Run 1, selected gate families:
(4 px per um)
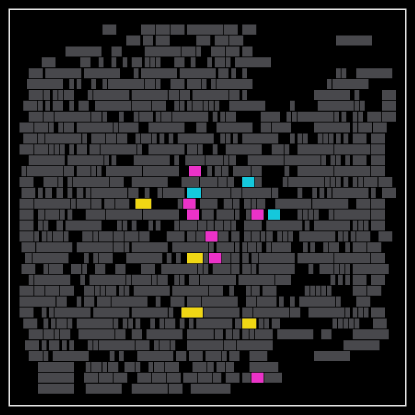
Run 1, routing congestion:
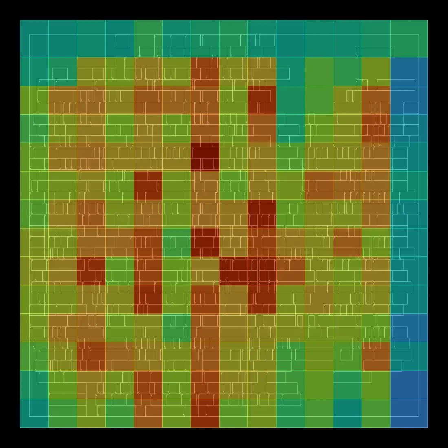
Run 1, wiring by layer:
(4 px per um) Only two layers are drawn.
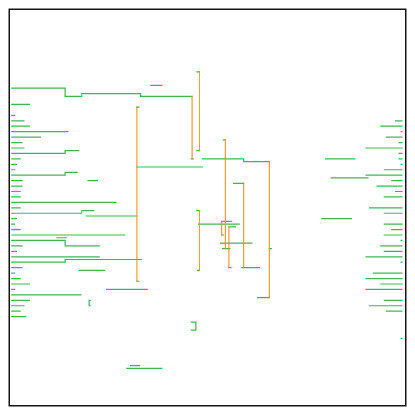
Design tinyqv_alu_seq, sky130hd; sources not shown.
==> results.txt, run 1 <==
impl run done, here's what came out: Clk network pwr share 17.7%, Largest cell class flip-flops and latches, Lkg Pwr 2.965 nW, Ant. Diodes 0, Yosys warning count 0, Slew HR 35.95%, Crit-path slowest cell clkdlybuf4s50_1, Clock-cell share 2.874%, postcts setup bufs 0, Crit path max-delay family buffers and inverters, achievable clock frequency 0.3168 GHz, root buffer cell clkbuf_8, antenna-violating nets left 0, Post-synth top cells nand2_1 (216), dfrtp_1 (107), a22oi_1 (57), buf_2 (16), o21ai_0 (16), Post-CTS Resized 0, number of port buffers 108, MI comb area 0.002011 mm^2, status finished, final reports clean, Least-Margin Pin Slew 0.9607 ns, CTS Buffer Depth 2, Final TNS setup 0 ns, pre-CTS setup slack 0.7662 ns, gp weighted congestion 0.8828, die height 98.76 um, sequential share of power 48.0%, worst skew pair latency 0.36 ns, worst-path cell chain clkdlybuf4s50_1 -> nor2_2 -> and3_1 -> clkdlybuf4s50_1, TritonCTS buffer count 9, Pwr Density 563.3 mW/mm^2, Yosys cell types 37, switching part of the total 35.80%, CLK BUF 10, Critical Path RT 3.12 ns, Main logic family simple AND/OR/NAND/NOR gates, main area contributors dfrtp_1 (54%), nand2_1 (16%), a22oi_1 (8.7%), ha_1 (3.5%), buf_6 (1.8%), PnR Total Power 0.003483 W, CP arrival 2.38 ns, Reg clk slew, reported paths 0.10 ns, Main synth FF type dfrtp_1, Max Cap Viol 0, P_sw 0.001247 W
Notes on 'selected gate families' above:
legend:
  multiplexers:
    color: yellow
    cells: 4
  XOR/XNOR gates:
    color: magenta
    cells: 7
    where: center
  AND-OR and OR-AND gates:
    color: cyan
    cells: 3
post-route insts no fill: 728
Top cell excl fill/tap: nand2_1
logic share of the area: 32.52%

Notes on 'routing congestion' above:
M3 GR Usage: 5.887%
Tot GR Track Use: 23.15%
wire per inst: 14.96 um
met2 usage: 38.36%
Most Crowded Layer GR: met2

Notes on 'wiring by layer' above:
legend:
  met3:
    color: green
    wire_length: 628 um
  met4:
    color: orange
    wire_length: 190 um
final wirelength: 10.89 mm
routed via count: 4005

==> run 2: changes to the inputs <==
--- a/config.mk
+++ b/config.mk
@@ -6,10 +6,10 @@
 export NUM_CORES = 1
 export LEC_CHECK = 0
 export CORE_MARGIN = 2
-export CORE_UTILIZATION = 55
+export CORE_UTILIZATION = 51
 export CTS_CLUSTER_SIZE = 40
 export DETAILED_ROUTE_END_ITERATION = 10
-export PLACE_DENSITY = 0.95
+export PLACE_DENSITY = 0.9
 export SLEW_MARGIN = 5
 export SYNTH_ARGS = -nofsm -noshare
 export SYNTH_HDL_FRONTEND = slang
==> constraint.sdc (replaced) <==
create_clock -name clk -period 3.3 [get_ports clk]
set_input_delay 0.66 -clock clk [delete_from_list [all_inputs] [get_ports clk]]
set_output_delay 0.66 -clock clk [all_outputs]
set_load 0.02 [all_outputs]
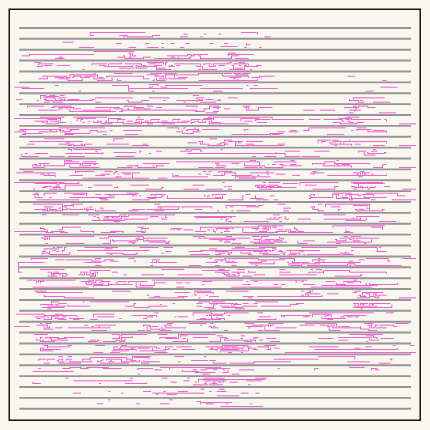
Run 2: M1 wires
(4 px per um) Supply wires on this layer in gray.
main direction: horizontal
wire length on this layer: 4400 um
met1 global-route usage: 27.30%
routed via count: 3958
final wirelength: 10.91 mm

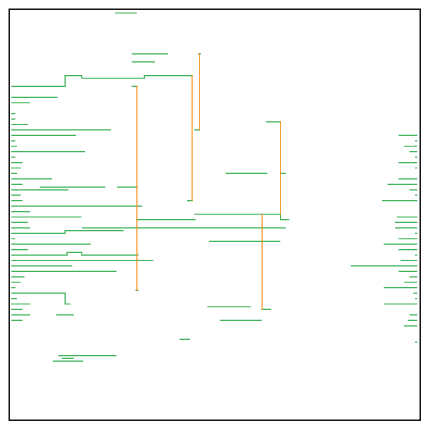
Run 2: wiring by layer
(4 px per um) Only two layers are drawn.
legend:
  met4:
    color: orange
    wire_length: 148 um
  met3:
    color: green
    wire_length: 772 um
wire per inst: 14.55 um
Tot GR Track Use: 22.33%

==> run 2 against run 1 <==
- via count fell by 1.2%
- power up 19%
- hold slack improved by 0.10 ns
- largest power group unchanged
- routed wire length increased by 0.22%
- largest cell class unchanged
- synthesized cell count did not move
- core utilization fell by 4.0 points
- final area up 0.95%
==> results.txt, run 2 <==
impl run done, here's what came out: Yosys cell types 37 (unchanged), Post-CTS Resized 0 (unchanged), die height 102.4 um (was 98.76 um), Top cell excl fill/tap nand2_1 (unchanged), root buffer cell clkbuf_8 (unchanged), Post-synth top cells nand2_1 (216), dfrtp_1 (107), a22oi_1 (57), buf_2 (16), o21ai_0 (16) (unchanged), post-route insts no fill 750 (was 728), CLK BUF 13 (was 10), Crit path max-delay family buffers and inverters (unchanged), Main logic family simple AND/OR/NAND/NOR gates (unchanged), Reg clk slew, reported paths 0.10 ns (about the same), Final TNS setup 0 ns (unchanged), postcts setup bufs 0 (unchanged), Most Crowded Layer GR met2 (unchanged), met2 usage 38.82% (was 38.36%), status finished, final reports clean (unchanged), sequential share of power 47.7% (was 48.0%), achievable clock frequency 0.3391 GHz, Slew HR 53.61% (was 35.95%), Clock-cell share 3.047% (was 2.874%), Largest cell class flip-flops and latches (unchanged), Clk network pwr share 18.4% (was 17.7%), Pwr Density 662.8 mW/mm^2 (was 563.3 mW/mm^2), pre-CTS setup slack 0.3707 ns (was 0.7662 ns), Ant. Diodes 0 (unchanged), P_sw 0.001438 W (was 0.001247 W), switching part of the total 34.78% (was 35.80%), Critical Path RT 2.64 ns (was 3.12 ns), number of port buffers 108 (unchanged), Max Cap Viol 0 (unchanged), logic share of the area 32.22% (was 32.52%), TritonCTS buffer count 9 (unchanged), main area contributors dfrtp_1 (54%), nand2_1 (16%), a22oi_1 (8.7%), ha_1 (3.5%), buf_6 (1.8%) (unchanged), Lkg Pwr 2.992 nW (was 2.965 nW)
Power and IR drop assume default switching activity.
